[src/rtl/selten_pkg.sv]
// selten_pkg: shared XLEN, instruction-field slices and fetch FSM states
package selten_pkg;
  localparam int XLEN    = 19;
  localparam int OPC_MSB = 18;
  localparam int OPC_LSB = 15;
  localparam int RD_MSB  = 14;
  localparam int RD_LSB  = 12;
  localparam int RS_MSB  = 11;
  localparam int RS_LSB  = 9;
  localparam int IMM_MSB = 8;
  localparam int IMM_LSB = 0;
  typedef enum logic [1:0] {FS_BOOT, FS_RUN, FS_FLUSH} fetch_state_e;
endpackage

[src/rtl/selten_sync_fifo.sv]
// selten_sync_fifo: synchronous FIFO with push/pop/flush and occupancy count
// Ports: clk, rst (sync active-high), push_i/data_i write, pop_i removes head,
//        flush_i empties, data_o head entry, count_o occupancy, empty_o.
module selten_sync_fifo #(
  parameter int unsigned WIDTH = 38,
  parameter int unsigned DEPTH = 4
) (
  input  logic                         clk,
  input  logic                         rst,
  input  logic                         push_i,
  input  logic [WIDTH-1:0]             data_i,
  input  logic                         pop_i,
  input  logic                         flush_i,
  output logic [WIDTH-1:0]             data_o,
  output logic [$clog2(DEPTH+1)-1:0]   count_o,
  output logic                         empty_o
);
  localparam int AW = $clog2(DEPTH);
  localparam int CW = $clog2(DEPTH+1);
  logic [WIDTH-1:0] mem_q [DEPTH];
  logic [AW-1:0] wr_q, rd_q;
  logic [CW-1:0] count_q;
  logic do_push, do_pop;
  assign do_pop  = pop_i && count_q != '0;
  assign do_push = push_i && (count_q != CW'(DEPTH) || do_pop);
  always_ff @(posedge clk) begin
    if (rst || flush_i) begin
      wr_q    <= '0;
      rd_q    <= '0;
      count_q <= '0;
    end else begin
      wr_q    <= wr_q + AW'(do_push);
      rd_q    <= rd_q + AW'(do_pop);
      count_q <= count_q + CW'(do_push) - CW'(do_pop);
    end
  end
  always_ff @(posedge clk) begin
    if (do_push) mem_q[wr_q] <= data_i;
  end
  assign data_o  = mem_q[rd_q];
  assign count_o = count_q;
  assign empty_o = count_q == '0;
endmodule

[src/rtl/selten_fetch_queue.sv]
// selten_fetch_queue: instruction prefetch queue with redirect flush
// Ports: clk, RN (sync active-high reset); imem_req_* request channel;
//        imem_rsp_* in-order responses; redirect_valid/redirect_pc restart;
//        if_valid/if_ready/if_ir/if_npc decode handshake.
// Optional: define SELTEN_FETCH_BYPASS_EN to forward a response straight to
//           decode when the queue is empty and decode is ready.
module selten_fetch_queue
  import selten_pkg::*;
#(
  parameter int unsigned     DEPTH    = 4,
  parameter int unsigned     MAX_OUT  = 2,
  parameter logic [XLEN-1:0] RESET_PC = 19'd0
) (
  input  logic            clk,
  input  logic            RN,
  output logic            imem_req_valid,
  output logic [XLEN-1:0] imem_req_addr,
  input  logic            imem_req_ready,
  input  logic            imem_rsp_valid,
  input  logic [XLEN-1:0] imem_rsp_data,
  input  logic            redirect_valid,
  input  logic [XLEN-1:0] redirect_pc,
  output logic            if_valid,
  input  logic            if_ready,
  output logic [XLEN-1:0] if_ir,
  output logic [XLEN-1:0] if_npc
);
  localparam int CW = $clog2(DEPTH+1);
  fetch_state_e state_q, state_d;
  logic [XLEN-1:0] pc_q, pc_d, rsp_npc;
  logic [CW-1:0] out_q, out_d, disc_q, disc_d, in_fl, fifo_count;
  logic [2*XLEN-1:0] head;
  logic hs, push, pop, flush, fifo_empty, bypass, run, redir;
  assign run   = state_q == FS_RUN && !RN;
  assign redir = redirect_valid && state_q != FS_BOOT;
  assign imem_req_valid = run && out_q < CW'(MAX_OUT) &&
                          ({1'b0, fifo_count} + {1'b0, out_q}) < (CW+1)'(DEPTH);
  assign imem_req_addr  = pc_q;
  assign hs = imem_req_valid && imem_req_ready;
  // In RUN every in-flight request is consecutive and ends at pc-1
  assign rsp_npc = pc_q - XLEN'(out_q) + XLEN'(1);
`ifdef SELTEN_FETCH_BYPASS_EN
  assign bypass = run && imem_rsp_valid && fifo_empty && if_ready && !redirect_valid;
`else
  assign bypass = 1'b0;
`endif
  assign push  = run && imem_rsp_valid && !redirect_valid && !bypass;
  assign flush = redir;
  assign pop   = !fifo_empty && if_ready && !flush;
  selten_sync_fifo #(.WIDTH(2*XLEN), .DEPTH(DEPTH)) u_fifo (
    .clk     (clk),
    .rst     (RN),
    .push_i  (push),
    .data_i  ({imem_rsp_data, rsp_npc}),
    .pop_i   (pop),
    .flush_i (flush),
    .data_o  (head),
    .count_o (fifo_count),
    .empty_o (fifo_empty)
  );
  assign if_valid = !RN && (!fifo_empty || bypass);
  assign if_ir    = bypass ? imem_rsp_data : (if_valid ? head[2*XLEN-1:XLEN] : '0);
  assign if_npc   = bypass ? rsp_npc : (if_valid ? head[XLEN-1:0] : '0);
  // Requests still owed a response after this edge; in FLUSH they are all stale
  assign in_fl = state_q == FS_RUN ? out_q + CW'(hs) - CW'(imem_rsp_valid)
                                   : disc_q - CW'(imem_rsp_valid);
  always_comb begin
    state_d = state_q;
    pc_d    = pc_q;
    out_d   = out_q;
    disc_d  = disc_q;
    if (state_q == FS_BOOT) begin
      state_d = FS_RUN;
    end else begin
      pc_d    = redirect_valid ? redirect_pc : pc_q + XLEN'(hs);
      out_d   = (state_q == FS_RUN && !redirect_valid) ? in_fl : '0;
      disc_d  = (state_q == FS_FLUSH || redirect_valid) ? in_fl : '0;
      state_d = (state_q == FS_FLUSH || redirect_valid) && in_fl != '0 ? FS_FLUSH : FS_RUN;
    end
  end
  always_ff @(posedge clk) begin
    if (RN) begin
      state_q <= FS_BOOT;
      pc_q    <= RESET_PC;
      out_q   <= '0;
      disc_q  <= '0;
    end else begin
      state_q <= state_d;
      pc_q    <= pc_d;
      out_q   <= out_d;
      disc_q  <= disc_d;
    end
  end
endmodule
[config.mk]
export PLATFORM = sky130hd
export DESIGN_NAME = selten_fetch_queue
export DESIGN_NICKNAME = d
export VERILOG_FILES = /design/src/rtl/selten_pkg.sv /design/src/rtl/selten_sync_fifo.sv /design/src/rtl/selten_fetch_queue.sv
export SDC_FILE = /design/constraint.sdc
export NUM_CORES = 1
export LEC_CHECK = 0
export ABC_AREA = 1
export CAP_MARGIN = 20
export CORE_UTILIZATION = 40
export DETAILED_ROUTE_END_ITERATION = 10
export PLACE_DENSITY = 0.66
export SLEW_MARGIN = 10
export SYNTH_ARGS = -nofsm -noshare
export SYNTH_HDL_FRONTEND = slang
export SYNTH_SLANG_ARGS = --single-unit
[constraint.sdc]
create_clock -name clk -period 5.8 [get_ports clk]
set_input_delay 1.45 -clock clk [delete_from_list [all_inputs] [get_ports clk]]
set_output_delay 1.45 -clock clk [all_outputs]
set_load 0.05 [all_outputs]
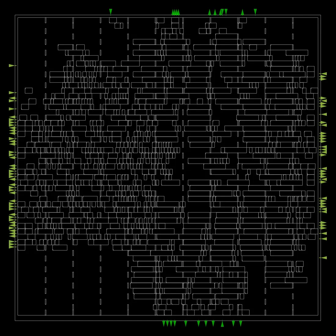
(images/placement.png)
flop count: 186
Filler Cell Count: 2,052
Floorplan Core Area: 22,600 um2

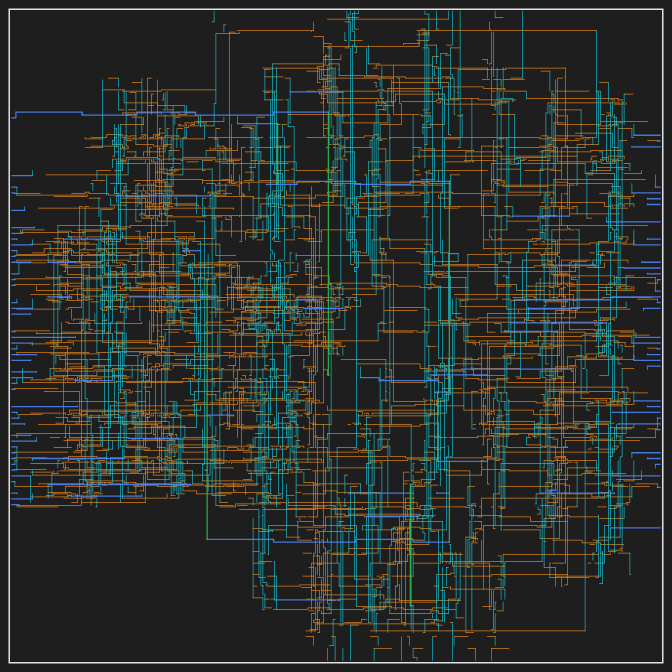
(images/wires.png)
| colour | layer | wire length |
|---|---|---|
| green | metal 4 | 251 um |
| blue | metal 3 | 942 um |
| orange | metal 1 | 9,570 um |
| cyan | metal 2 | 9,590 um |

[report_power, final]
group / internal [mW] / switching, mW
Combinational: 0.757 / 1.66
Clock: 0.742 / 0.534
Sequential: 1.83 / 0.142
[metal layers]
metal  up-vias  part of all wire [%]  wire length [um]  GRT usage [%]
met3        18                   4.6               942           3.30
met5         -                     0                 0              0
li1       3417                     -                 -              -
met4         0                   1.2               250           5.10
met1      3136                    47              9570           24.6
met2       160                    47              9590           28.9
[worst max-delay path, cell delays in order]
cell and delay, ns:
sky130_fd_sc_hd__clkdlybuf4s50_1 0.39, sky130_fd_sc_hd__buf_4 0.17, sky130_fd_sc_hd__nor2_1 0.18, sky130_fd_sc_hd__inv_2 0.28, sky130_fd_sc_hd__a21oi_1 0.26, sky130_fd_sc_hd__clkdlybuf4s50_1 0.83
==> report_table.html <==
<h3>Flow metrics</h3>
<table>
<tr><th>Metric</th><th>Value</th></tr>
<tr><th colspan="2">Cells and area</th></tr>
<tr><td>Comb gates</td><td>648</td></tr>
<tr><td>Antenna Diode Count</td><td>0</td></tr>
<tr><td>Register bank with the most flops</td><td>u_fifo.mem_q</td></tr>
<tr><td>Combinational share of cell area</td><td>31.3%</td></tr>
<tr><td>Sequential cell area in the final layout</td><td>5250 um2</td></tr>
<tr><td>Flop share of the area</td><td>a little under half</td></tr>
<tr><td>Area of all placed cells without fillers</td><td>11,100 um2</td></tr>
<tr><td>Non-clock buffering overhead</td><td>roughly a tenth</td></tr>
<tr><td>Total number of nets in the final design</td><td>1,137</td></tr>
<tr><td>Portion of the layout cell area used by clock cells</td><td>5.95%</td></tr>
<tr><th colspan="2">Synthesis</th></tr>
<tr><td>Count of different cell masters after synthesis</td><td>41</td></tr>
<tr><td>Post-Synth Simple-Gate Area</td><td>between 10% and 20%</td></tr>
<tr><td>Area of the synthesized netlist per yosys stat</td><td>a little over 9000 um2</td></tr>
<tr><td>Post-synthesis instance area</td><td>9190 um2</td></tr>
<tr><td>Synth flops</td><td>about 190</td></tr>
<tr><td>Cells in synth_stat.txt</td><td>~950</td></tr>
<tr><td>Post-synthesis share of cell area spent on and-or and or-and gates</td><td>12.0%</td></tr>
<tr><td>Synthesized area per cell</td><td>9.66 um2</td></tr>
<tr><td>Top cells by count</td><td>193 x sky130_fd_sc_hd__nor2_1, 152 x sky130_fd_sc_hd__edfxtp_1, 122 x sky130_fd_sc_hd__nand2_1, 88 x sky130_fd_sc_hd__a21oi_1, 69 x sky130_fd_sc_hd__inv_1</td></tr>
<tr><td>Share of cell area taken by muxes after synthesis</td><td>0%</td></tr>
<tr><td>Adder Share, Synth</td><td>7.05%</td></tr>
<tr><th colspan="2">GRT</th></tr>
<tr><td>Largest net degree at the start of global routing</td><td>78</td></tr>
<tr><td>Overall routing resource usage</td><td>17.9%</td></tr>
<tr><td>Vias in the first global route</td><td>about 6.3k</td></tr>
<tr><th colspan="2">Timing</th></tr>
<tr><td>Min Hold Slack</td><td>0.471 ns</td></tr>
<tr><td>Max Clk Rate</td><td>about 200 MHz</td></tr>
<tr><td>Final setup violation count</td><td>0</td></tr>
<tr><td>Pin slew with the least headroom to its limit</td><td>between 0.9 and 1 ns</td></tr>
<tr><td>Number of max-slew violations in the final report</td><td>0</td></tr>
<tr><th colspan="2">Worst setup path</th></tr>
<tr><td>Critical path data arrival time</td><td>3.60 ns</td></tr>
<tr><td>Worst setup EP type</td><td>output port</td></tr>
<tr><td>Required time reported for the critical path endpoint</td><td>4.35 ns</td></tr>
<tr><td>Startpoint of the most critical setup path</td><td>RN</td></tr>
<tr><th colspan="2">Floorplanning</th></tr>
<tr><td>I/O pin cnt</td><td>103</td></tr>
<tr><td>Floorplan Utilization</td><td>around two fifths</td></tr>
<tr><td>Total die size</td><td>23,600 um2</td></tr>
<tr><td>Well-Tap Cells</td><td>285</td></tr>
<tr><th colspan="2">Pwr</th></tr>
<tr><td>Largest voltage drop on the vdd net</td><td>roughly 0.26 mV</td></tr>
<tr><th colspan="2">Place</th></tr>
<tr><td>Placed inst area</td><td>10,500 um2</td></tr>
<tr><td>DP Worst Slack</td><td>between 0.7 and 0.8 ns</td></tr>
<tr><td>Total half-perimeter wirelength after legalization and detailed placement</td><td>13,100 um</td></tr>
<tr><td>Port Buf Inserts</td><td>102</td></tr>
<tr><td>Placer Congestion</td><td>between 0.8 and 0.9</td></tr>
<tr><th colspan="2">Route</th></tr>
<tr><td>Antenna Nets Post-Route</td><td>0</td></tr>
<tr><td>Total wire length</td><td>20,300 um</td></tr>
<tr><td>Vias per Instance</td><td>roughly 5</td></tr>
<tr><th colspan="2">Min path</th></tr>
<tr><td>Hold Path Class</td><td>reg -&gt; reg</td></tr>
<tr><td>Min-Delay Path Depth</td><td>2</td></tr>
<tr><th colspan="2">Clocking</th></tr>
<tr><td>Maximum root-to-sink buffer count</td><td>2</td></tr>
<tr><td>H-tree levels</td><td>4</td></tr>
<tr><td>Sinks on Clock Net</td><td>186</td></tr>
<tr><th colspan="2">Flow run</th></tr>
<tr><td>Count of warning messages emitted by the tools</td><td>approximately 40</td></tr>
<tr><th colspan="2">Outcome</th></tr>
<tr><td>Outcome</td><td>completed</td></tr>
</table>
Power is estimated from default activity; no workload was simulated.
